==> config.mk <==
export PLATFORM = sky130hd
export DESIGN_NAME = fetch_sequencer
export DESIGN_NICKNAME = d
export VERILOG_FILES = /design/src/rtl/fetch_sequencer_pkg.sv /design/src/rtl/fetch_sequencer_branch_lut.sv /design/src/rtl/fetch_sequencer.sv
export SDC_FILE = /design/constraint.sdc
export NUM_CORES = 1
export LEC_CHECK = 0
export CAP_MARGIN = 20
export CORE_ASPECT_RATIO = 0.8
export CORE_MARGIN = 2
export CORE_UTILIZATION = 28
export DETAILED_ROUTE_END_ITERATION = 16
export PLACE_DENSITY = 0.85
export SYNTH_ARGS = -nofsm -noshare
export SYNTH_HDL_FRONTEND = slang
export SYNTH_HIERARCHICAL = 1
export SYNTH_SLANG_ARGS = --single-unit
==> constraint.sdc <==
create_clock -name clock -period 3 [get_ports clock]
set_clock_uncertainty 0.15 [all_clocks]
set_input_delay 0.6 -clock clock [delete_from_list [all_inputs] [get_ports clock]]
set_output_delay 0.6 -clock clock [all_outputs]
set_load 0.005 [all_outputs]
Run 1, a small window of the routed layout:
Scale bar: 5 µm. Region (16, 20) to (36, 40) µm. Cells in gray, sequential cells in the stronger gray; small squares are vias.
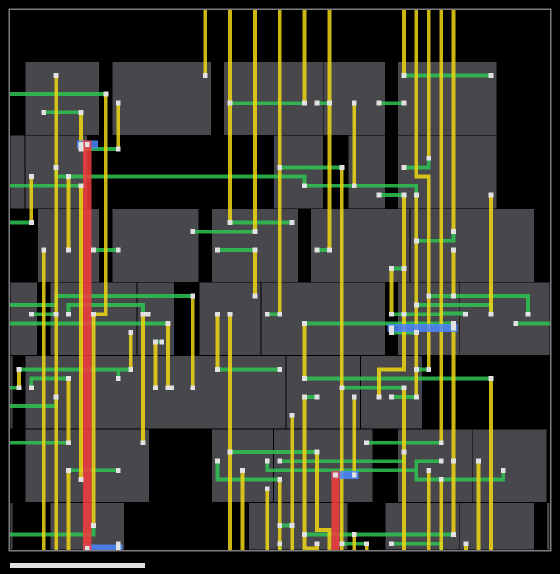
- red: metal 4
- green: metal 1
- blue: metal 3
- yellow: metal 2
- cells with their middle in the window: 33
- most frequent: clkdlybuf4s50_1 (6), and2_1 (5), buf_4 (3)
- sequential cells in the window: 0

Run 1, logic cells by family:
Scale bar: 20 µm.
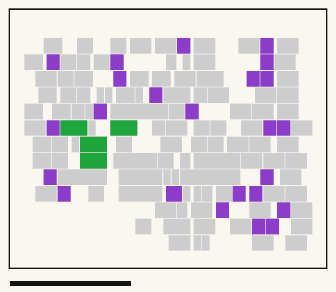
- green: fa/ha/maj cells (cells 4; where west)
- purple: and/or cells (cells 24)
fraction of area in multi-input gates: 37.4%
Top cell excl fill/tap: clkdlybuf4s50_1
final non-filler cell total: 152

Run 1, wiring by layer:
Scale bar: 20 µm.
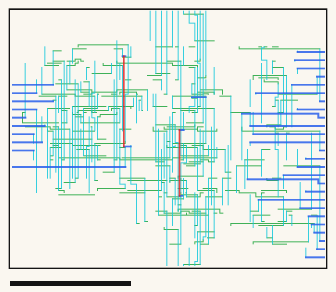
- cyan: metal 2 (wire length 1040 µm)
- blue: metal 3 (wire length 207 µm)
- green: metal 1 (wire length 609 µm)
- red: metal 4 (wire length 25.8 µm)
DRT Wirelength: 1890 µm
GRT Resource Usage Total: 17.5%
DR WL/cell: 12.4 µm
via count: 718

Run 1, routing congestion map:
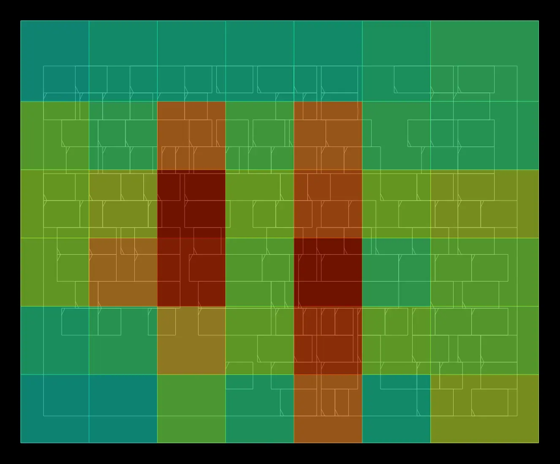
Global Route met3 Usage: 6.69%
Layout Utilization: 68.9%

==> results.txt, run 1 <==
yosys + openroad results -> Distinct cells, synth 25, Die X ~52 µm, synth top area cells and2_1, dfxtp_1, ha_1, mux4_1, buf_4, Clock Tree Root clkbuf_4, Leakage 0.000538 µW, placed cells 144, run status finished, final reports clean, deepest clock path buffer count 2, met2 Use GR around a third, Largest register FFs 3, Data arrival, critical path 2.19 ns, Mapped Area 523 µm², hold buffer count at CTS 0, worst-skew pair later-pin latency 0.24 ns, Fin Setup TNS 0 ns, Yosys top cell area share 25.1%, # IOs 64, VDD IR-drop max 0.113 mV, crit end category output port, clock sinks 3, post-synth top area cell and2_1, CTS clk-pin slew, worst paths 0.04 ns, FP Core Util between 30 and 40%, count of tool warnings 41, average footprint of a synthesized cell 7.92 µm²
==> run 1: synthesized netlist by cell type <==
master	number
inv_1	6
nand2b_1	1
or2b_1	1
conb_1	1
ha_1	4
nor3_1	3
buf_4	3
nand4_1	1
nor2_1	5
or2_0	1
nand3_1	1
a31oi_1	1
and3_1	1
and2_1	21
mux4_1	1
nor4_4	1
xor2_1	1
o311a_1	1
mux4_2	1
nand4bb_2	1
o21a_1	2
a22o_1	1
nor2b_1	3
nor3b_1	1
dfxtp_1	3
==> run 1: worst max-delay path, delay by kind of cell <==
kind	cells	cell delay [ns]
AND/OR/NAND/NOR	2	0.39
multiplexers	1	0.48
buffers and inverters	2	0.52
adder cells (fa/ha/maj)	1	0.21
==> run 1: routing by layer <==
metal / vias up / routed length (µm)
met5: - / 0
met4: 0 / 25
met3: 4 / 206
met2: 42 / 1040
met1: 328 / 608
li1: 344 / -
==> run 1: cells by family after synthesis <==
logic type                 count (synthesis)  share of synthesized area [%]
buffers and inverters                      9                           8.61
other                                      1                          0.717
muxes                                      2                           9.33
AOI/OAI and AO/OA                          5                           7.66
and+or+nand+nor                           41                           51.0
DFF                                        3                           11.5
adders and majority gates                  4                           9.57
xor gates and xnor gates                   1                           1.67
==> run 1: final cells by class <==
class	count	area, µm²
timing repair buffer	63	593
fill	132	526
multi-input combinational	54	437
sequential	3	60.1
tap	22	27.5
clock buffer	4	26.3
inverter	6	22.5
==> run 1: metrics by stage <==
stage	instance area, µm²	worst slack, ns
after floorplan	523	0.650
after global placement	1100	-0.293
after detailed placement	1100	-0.365
after CTS	1150	0.0114
after global routing	1170	0.00340
final	1170	0.0566
==> run 1: power by group <==
part	total, µW	switching (µW)	internal [µW]
Clock	74.9	24.8	50.1
Combinational	84.6	27.3	57.2
Sequential	44.0	2.55	41.5
Run 1, port wiring:
Scale bar: 20 µm.
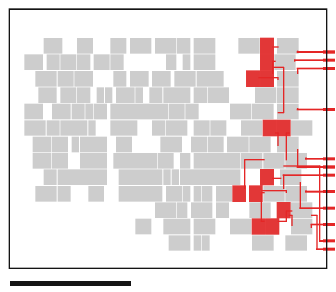

==> run 2: changes to the inputs <==
--- a/config.mk
+++ b/config.mk
@@ -8,9 +8,10 @@
 export CAP_MARGIN = 20
 export CORE_ASPECT_RATIO = 0.8
 export CORE_MARGIN = 2
-export CORE_UTILIZATION = 28
+export CORE_UTILIZATION = 29
+export CTS_BUF_LIST = sky130_fd_sc_hd__clkbuf_2
 export DETAILED_ROUTE_END_ITERATION = 16
-export PLACE_DENSITY = 0.85
+export PLACE_DENSITY = 0.88
 export SYNTH_ARGS = -nofsm -noshare
 export SYNTH_HDL_FRONTEND = slang
 export SYNTH_HIERARCHICAL = 1
Run 2, port wiring:
Scale bar: 20 µm.
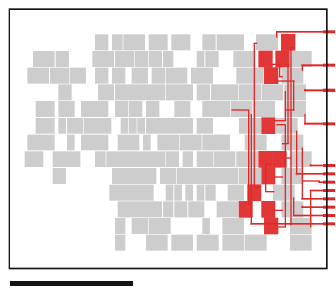
- red: imem_addr (bits 12; direction output; edge east; end cells 12; wire 234 µm)
# IOs: 64
PortBufs: 50

==> run 2 against run 1 <==
Sequential share of layout area rose by 0.11 points. Synthesized area did not move. Via count fell by 2.8%.
==> results.txt, run 2 <==
yosys + openroad results -> run status finished, final reports clean (unchanged), Post-synth ARST share 0% (unchanged), Largest register FFs 3 (unchanged), combinational share of power 44.2% (was 41.6%), DR WL/cell 13.0 µm (was 12.4 µm), hold buffer count at CTS 0 (unchanged), Mapped Area 523 µm² (unchanged), Clock Tree Root clkbuf_2 (was clkbuf_4), switching power 53.9 µW (was 54.7 µW), Die X 51.5 µm (was 52.3 µm), M1 WL 612 µm (was 608 µm), Data arrival, critical path 2.17 ns (was 2.19 ns), Dominant flop cell dfxtp_1 (unchanged), CP top delay family buffers and inverters (unchanged), average footprint of a synthesized cell 7.92 µm² (unchanged), deepest clock path buffer count 2 (unchanged), Cell Int Power 132 µW (was 149 µW), via count 698 (was 718), Post-synth EDFFs 0 (unchanged), Global Route met3 Usage 6.07% (was 6.69%), VDD IR-drop max 0.140 mV (was 0.113 mV), met2 Use GR 34.6% (was 35.3%), met2 wire length 1050 µm (was 1040 µm), Top cell excl fill/tap clkdlybuf4s50_1 (unchanged), worst-skew pair later-pin latency 0.22 ns (was 0.24 ns), FP Core Util 31.5% (was 30.9%), Critical Path Stages 5 (was 6), most common cell in the netlist and2_1 (unchanged), post-synth top area cell and2_1 (unchanged), Top Metal Used met4 (unchanged), Fin Setup TNS 0 ns (unchanged), sw frac 28.9% (was 26.9%), Fillers 131 (was 132), Clock power frac 32.2% (was 36.8%), Final Setup Violations 0 (unchanged), DP Worst Slack -0.338 ns (was -0.365 ns), DRT Wirelength 1920 µm (was 1890 µm), metal3 WL 229 µm (was 206 µm), post-route setup slack 0.0786 ns (was 0.0566 ns), Distinct cells, synth 25 (unchanged), crit end category output port (unchanged), Yosys top cell area share 25.1% (unchanged), Leakage 0.000558 µW (was 0.000538 µW), clock sinks 3 (unchanged), GRT Resource Usage Total 17.6% (was 17.5%), top cells by count and2_1, inv_1, nor2_1 (unchanged), sequential share of power 23.6% (was 21.6%), Buf/Inv on CP 3 (was 2), CTS clk-pin slew, worst paths 0.05 ns (was 0.04 ns)
-- run 2: timing repair --
item,4_1_cts,5_1_grt
resized,8,7
setup endpoints to repair,8,7
pin swaps,2,1
buffers inserted,0,0
endpoints found under the hold margin,0,0
gates cloned,1,0
-- run 2: stage by stage --
step | cells | instance area (µm²) | util (%)
3_3_place_gp | 143 | 1090 | 65.6
4_1_cts | 148 | 1120 | 67.7
5_1_grt | 148 | 1140 | 68.8
2_1_floorplan | 66 | 523 | -
3_5_place_dp | 143 | 1090 | 65.6
6_report | 148 | 1140 | 68.8
-- run 2: kinds of logic after synthesis --
kind of cell    Yosys count  share of synthesized area (%)
compound gates            5                           7.66
buf+inv                   9                           8.61
flops                     3                           11.5
simple gates             41                           51.0
other cells               1                          0.717
fa+ha+maj                 4                           9.57
xor+xnor                  1                           1.67
mux                       2                           9.33
-- run 2: power groups by stage --
| stage | sequential (µW) | clock, µW | combinational [µW] |
|---|---|---|---|
| floorplan | 43.7 | 0 | 27.3 |
| global placement | 43.9 | 0 | 80.6 |
| detailed placement | 44.0 | 0 | 83.8 |
| CTS | 43.8 | 63.1 | 83.5 |
| global route | 44.1 | 62.2 | 88.4 |
| finish | 43.9 | 60.0 | 82.2 |
-- run 2: worst reg2reg max path, stage by stage, from the launching register on --
cell     delay [ns]
dfxtp_1        0.44
or2b_1         0.27
o311a_1        0.33
-- run 2: layout make-up --
cell class                 count  area, µm²  share of cell area (%)
timing repair buffer          59        577                    50.5
clock buffer                   4       20.0                    1.75
inverter                       6       22.5                    1.97
multi-input combinational     54        434                    38.0
sequential                     3       60.1                    5.26
tap                           22       27.5                    2.41
Power figures rest on the tool's default switching activity, not on a simulated workload.
